## src/rtl/mem_port_arbiter.sv

```systemverilog
// Single-port BRAM arbiter shared by instruction fetch and load/store.
// Data requests win by default. Fetch is forced after MAX_STREAK consecutive
// data grants while fetch is waiting. Each read is tracked by a tag that
// travels alongside the BRAM latency. The tag routes and formats the response.
module mem_port_arbiter #(
  parameter int MEM_LATENCY = 2,
  parameter int ADDR_W      = 14,
  parameter int MAX_STREAK  = 4
) (
  input  logic              clk_in,
  input  logic              rst_in,
  input  logic              if_req_valid,
  output logic              if_req_ready,
  input  logic [31:0]       if_req_addr,
  output logic              if_resp_valid,
  output logic [31:0]       if_resp_data,
  input  logic              d_req_valid,
  output logic              d_req_ready,
  input  logic [31:0]       d_req_addr,
  input  logic              d_req_we,
  input  logic [2:0]        d_req_funct3,
  input  logic [31:0]       d_req_wdata,
  output logic              d_resp_valid,
  output logic [31:0]       d_resp_data,
  output logic              d_err,
  output logic              mem_en,
  output logic [3:0]        mem_we,
  output logic [ADDR_W-1:0] mem_addr,
  output logic [31:0]       mem_wdata,
  input  logic [31:0]       mem_rdata
);

  localparam int STREAK_W = $clog2(MAX_STREAK + 1);

  typedef enum logic {SRC_IF = 1'b0, SRC_D = 1'b1} src_e;

  typedef struct packed {
    logic       valid;
    src_e       src;
    logic [2:0] funct3;
    logic [1:0] off;
  } tag_t;

  logic [STREAK_W-1:0] streak;
  logic                grant_d;
  logic                grant_f;
  logic                d_legal;
  logic                d_read;
  logic                d_store;
  logic [1:0]          d_off;
  logic [3:0]          store_we;
  logic [31:0]         store_wdata;
  tag_t                tag_in;
  tag_t                tag_out;
  tag_t                tag_pipe [MEM_LATENCY];
  logic [31:0]         shifted;
  logic [31:0]         load_data;
  logic                unused_addr_bits;

  // The arbiter only ever looks at the word-address bits of the fetch address.
  assign unused_addr_bits = ^{if_req_addr[31:ADDR_W+2], if_req_addr[1:0],
                              d_req_addr[31:ADDR_W+2]};

  assign d_off = d_req_addr[1:0];

  // Pick this cycle's winner. Nothing is granted while reset is held.
  always_comb begin
    // NOTE: every output of a combinational block gets a default first, so no path leaves it unassigned and no latch is inferred.
    grant_d = 1'b0;
    grant_f = 1'b0;
    if (!rst_in) begin
      grant_d = d_req_valid && !(if_req_valid && streak == STREAK_W'(MAX_STREAK));
      grant_f = if_req_valid && !grant_d;
    end
  end

  assign if_req_ready = grant_f;
  assign d_req_ready  = grant_d;

  // Legal funct3 for the access direction, plus natural alignment.
  always_comb begin
    d_legal = 1'b0;
    case (d_req_funct3)
      3'b000:  d_legal = 1'b1;
      3'b001:  d_legal = ~d_off[0];
      3'b010:  d_legal = (d_off == 2'b00);
      3'b100:  d_legal = ~d_req_we;
      3'b101:  d_legal = ~d_req_we & ~d_off[0];
      default: d_legal = 1'b0;
    endcase
  end

  // Byte-lane enables and store data replicated across the lanes.
  always_comb begin
    store_we    = 4'b0000;
    store_wdata = d_req_wdata;
    case (d_req_funct3[1:0])
      2'b00: begin
        store_we    = 4'b0001 << d_off;
        store_wdata = {4{d_req_wdata[7:0]}};
      end
      2'b01: begin
        store_we    = 4'b0011 << d_off;
        store_wdata = {2{d_req_wdata[15:0]}};
      end
      2'b10:   store_we = 4'b1111;
      default: store_we = 4'b0000;
    endcase
  end

  assign d_read  = grant_d && d_legal && !d_req_we;
  assign d_store = grant_d && d_legal && d_req_we;

  // Drive the BRAM port from the granted request. An illegal data request
  // consumes the grant but leaves the port idle.
  always_comb begin
    mem_en    = grant_f || (grant_d && d_legal);
    mem_we    = d_store ? store_we : 4'b0000;
    mem_wdata = d_store ? store_wdata : 32'h0;
    mem_addr  = '0;
    if (grant_f)
      mem_addr = if_req_addr[ADDR_W+1:2];
    else if (grant_d && d_legal)
      mem_addr = d_req_addr[ADDR_W+1:2];
  end

  // Count data grants that keep a waiting fetch out. Saturate at the limit.
  always_ff @(posedge clk_in or posedge rst_in) begin
    // NOTE: sequential state uses non-blocking assignments so every flop samples pre-edge values regardless of block order.
    if (rst_in)
      streak <= '0;
    else if (!if_req_valid || grant_f)
      streak <= '0;
    else if (grant_d && streak != STREAK_W'(MAX_STREAK))
      streak <= streak + 1'b1;
  end

  always_comb begin
    tag_in        = '0;
    tag_in.valid  = grant_f || d_read;
    tag_in.src    = grant_f ? SRC_IF : SRC_D;
    tag_in.funct3 = d_req_funct3;
    tag_in.off    = d_off;
  end

  // Tag pipeline runs every cycle, carrying bubbles when no read issues.
  always_ff @(posedge clk_in or posedge rst_in) begin
    // NOTE: the tag stages are reset because a stale valid bit would emit a phantom response; a data-only storage array would not need this.
    if (rst_in) begin
      for (int i = 0; i < MEM_LATENCY; i++) tag_pipe[i] <= '0;
    end else begin
      tag_pipe[0] <= tag_in;
      for (int i = 1; i < MEM_LATENCY; i++) tag_pipe[i] <= tag_pipe[i-1];
    end
  end

  assign tag_out = tag_pipe[MEM_LATENCY-1];
  assign shifted = mem_rdata >> {tag_out.off, 3'b000};

  // Format load data according to the size and signedness held in the tag.
  always_comb begin
    load_data = mem_rdata;
    case (tag_out.funct3)
      3'b000:  load_data = {{24{shifted[7]}},  shifted[7:0]};
      3'b001:  load_data = {{16{shifted[15]}}, shifted[15:0]};
      3'b100:  load_data = {24'h0, shifted[7:0]};
      3'b101:  load_data = {16'h0, shifted[15:0]};
      default: load_data = mem_rdata;
    endcase
  end

  // Register the responses and the error pulse.
  always_ff @(posedge clk_in or posedge rst_in) begin
    if (rst_in) begin
      if_resp_valid <= 1'b0;
      if_resp_data  <= 32'h0;
      d_resp_valid  <= 1'b0;
      d_resp_data   <= 32'h0;
      d_err         <= 1'b0;
    end else begin
      if_resp_valid <= tag_out.valid && tag_out.src == SRC_IF;
      d_resp_valid  <= tag_out.valid && tag_out.src == SRC_D;
      d_err         <= grant_d && !d_legal;
      if (tag_out.valid && tag_out.src == SRC_IF) if_resp_data <= mem_rdata;
      if (tag_out.valid && tag_out.src == SRC_D)  d_resp_data  <= load_data;
    end
  end

endmodule

```

## config.mk

```make
export PLATFORM = sky130hd
export DESIGN_NAME = mem_port_arbiter
export DESIGN_NICKNAME = d
export VERILOG_FILES = /design/src/rtl/mem_port_arbiter.sv
export SDC_FILE = /design/constraint.sdc
export NUM_CORES = 1
export LEC_CHECK = 0
export CAP_MARGIN = 0
export CORE_UTILIZATION = 38
export DETAILED_ROUTE_END_ITERATION = 8
export GPL_ROUTABILITY_DRIVEN = 0
export GPL_TIMING_DRIVEN = 0
export PLACE_DENSITY_LB_ADDON = 0.12
export SYNTH_ARGS = -nofsm -noshare
export SYNTH_HDL_FRONTEND = slang
export SYNTH_SLANG_ARGS = --single-unit
```

## constraint.sdc

```tcl
create_clock -name clk_in -period 7.4 [get_ports clk_in]
set_input_delay 1.85 -clock clk_in [delete_from_list [all_inputs] [get_ports clk_in]]
set_output_delay 1.85 -clock clk_in [all_outputs]
set_load 0.03 [all_outputs]
```

Fig. 1: cell sizes after repair
Scale bar: 20 um.
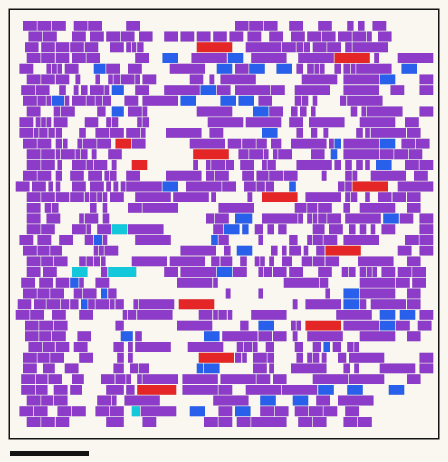
[x1 and smaller] purple | cells: 595 | share: 90% | most used: clkdlybuf4s50_1
[x2] blue | cells: 52 | share: 7.8% | most used: mux2_2
[x6 and larger] red | cells: 12 | share: 1.8% | most used: clkbuf_16
[x3 and x4] cyan | cells: 4 | share: 0.60%

Fig. 2: clock wires, drivers and flops
Scale bar: 20 um.
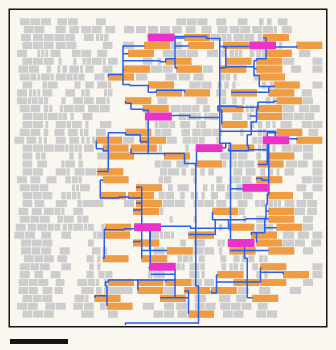
[clock wires] blue | length: 1020 um
[clock-net drivers] magenta | count: 9
[flip-flops] orange | count: 84
routed clock nets: 10
Clock power frac: 0.247
clk ins delay skew pair: 0.34 ns

==> reports/summary.txt <==
outcome -> finished clean
fillers -> 901
CP max stage delay -> 0.70 ns
GRT Util Overall -> 0.251
Initial Utilization -> 0.394
Post-Route WL -> 14.6 mm
clock root buffer -> clkbuf_16
CTS clk-pin slew, worst paths -> 0.06 ns
part of the power in registers -> 0.373
drt pass-1 iters -> 4
LEAKAGE -> 3.00 nW
CTS tree -> yes
max_slew headroom -> 0.246
yosys warning tally -> 0
critical path type -> in2out
data arrival time of the critical path -> 4.61 ns
Clock Power -> 0.392 mW
gr ovfl total -> 0
max frequency -> 155 MHz
Via Count -> 4321
main flop type -> dfrtp_1
CP Launch Point -> d_req_addr[0]
Yosys reg bits -> 84
Hold Buf Count CTS -> 0
MaxCap Viol Count -> 0
sw frac -> 0.341
P_comb -> 0.605 mW
crit-path leading delay family -> buffers and inverters
Period minus WS final -> 6.46 ns
Seq group -> 0.593 mW
vias in the first global route -> 4339
post-layout power -> 1.59 mW
slowest CP cell -> clkdlybuf4s50_1
number of flops mapped to enable cells by yosys -> 0
worst flop-to-flop path endpoint -> d_resp_data[12]$_DFFE_PP0P_
R2R setup slack -> 5.30 ns
Clock Path Buffers -> 2
DR vias/cell -> 5.38
Fig. 3: where the registers sit
Scale bar: 20 um.
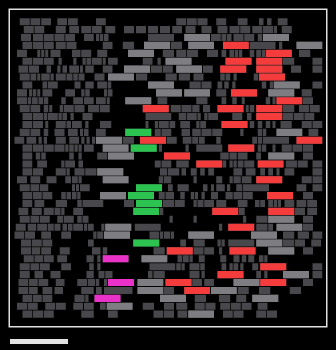
[streak] magenta | placed flops: 3
[tag_out] green | placed flops: 7 | where: middle
[d_resp_data] red | placed flops: 32
not coloured: 42

Fig. 4: the clock network
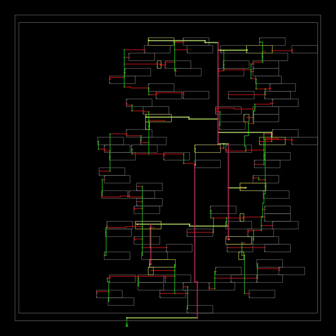
# clk buffers: 12
FF+latch count: 84
number of buffers created by CTS: 9
skew final: 0.00394 ns
clk sinks: 84

-- area by class of cell --
class	instances	area, um^2	share of cell area
repair buffers	222	2240	0.320
flip-flops and latches	84	2100	0.300
multi-input cells	304	2060	0.295
clock buffers	12	236	0.0338
well taps	140	175	0.0250
plain buffers	32	143	0.0204
inverters	6	25.0	0.00358
clock inverters	3	15.0	0.00215
-- state kept, by name (all words and copies together), names as in the netlist --
name and cells:
d_resp_data 32, if_resp_valid 1, tag_pipe 7, d_resp_valid 1
streak 3, if_resp_data 32, d_err 1, tag_out 7
-- kinds of logic (layout without fill, tap and decap cells) --
kind of cell    count (synthesis)  count (layout)  synth area share
simple gates                  148             148             0.163
compound gates                 91              91             0.152
flops                          84              84             0.485
mux                            63              63             0.156
buf+inv                        38             275            0.0381
fa+ha+maj                       2               2           0.00578
Power figures rest on the tool's default switching activity, not on a simulated workload.
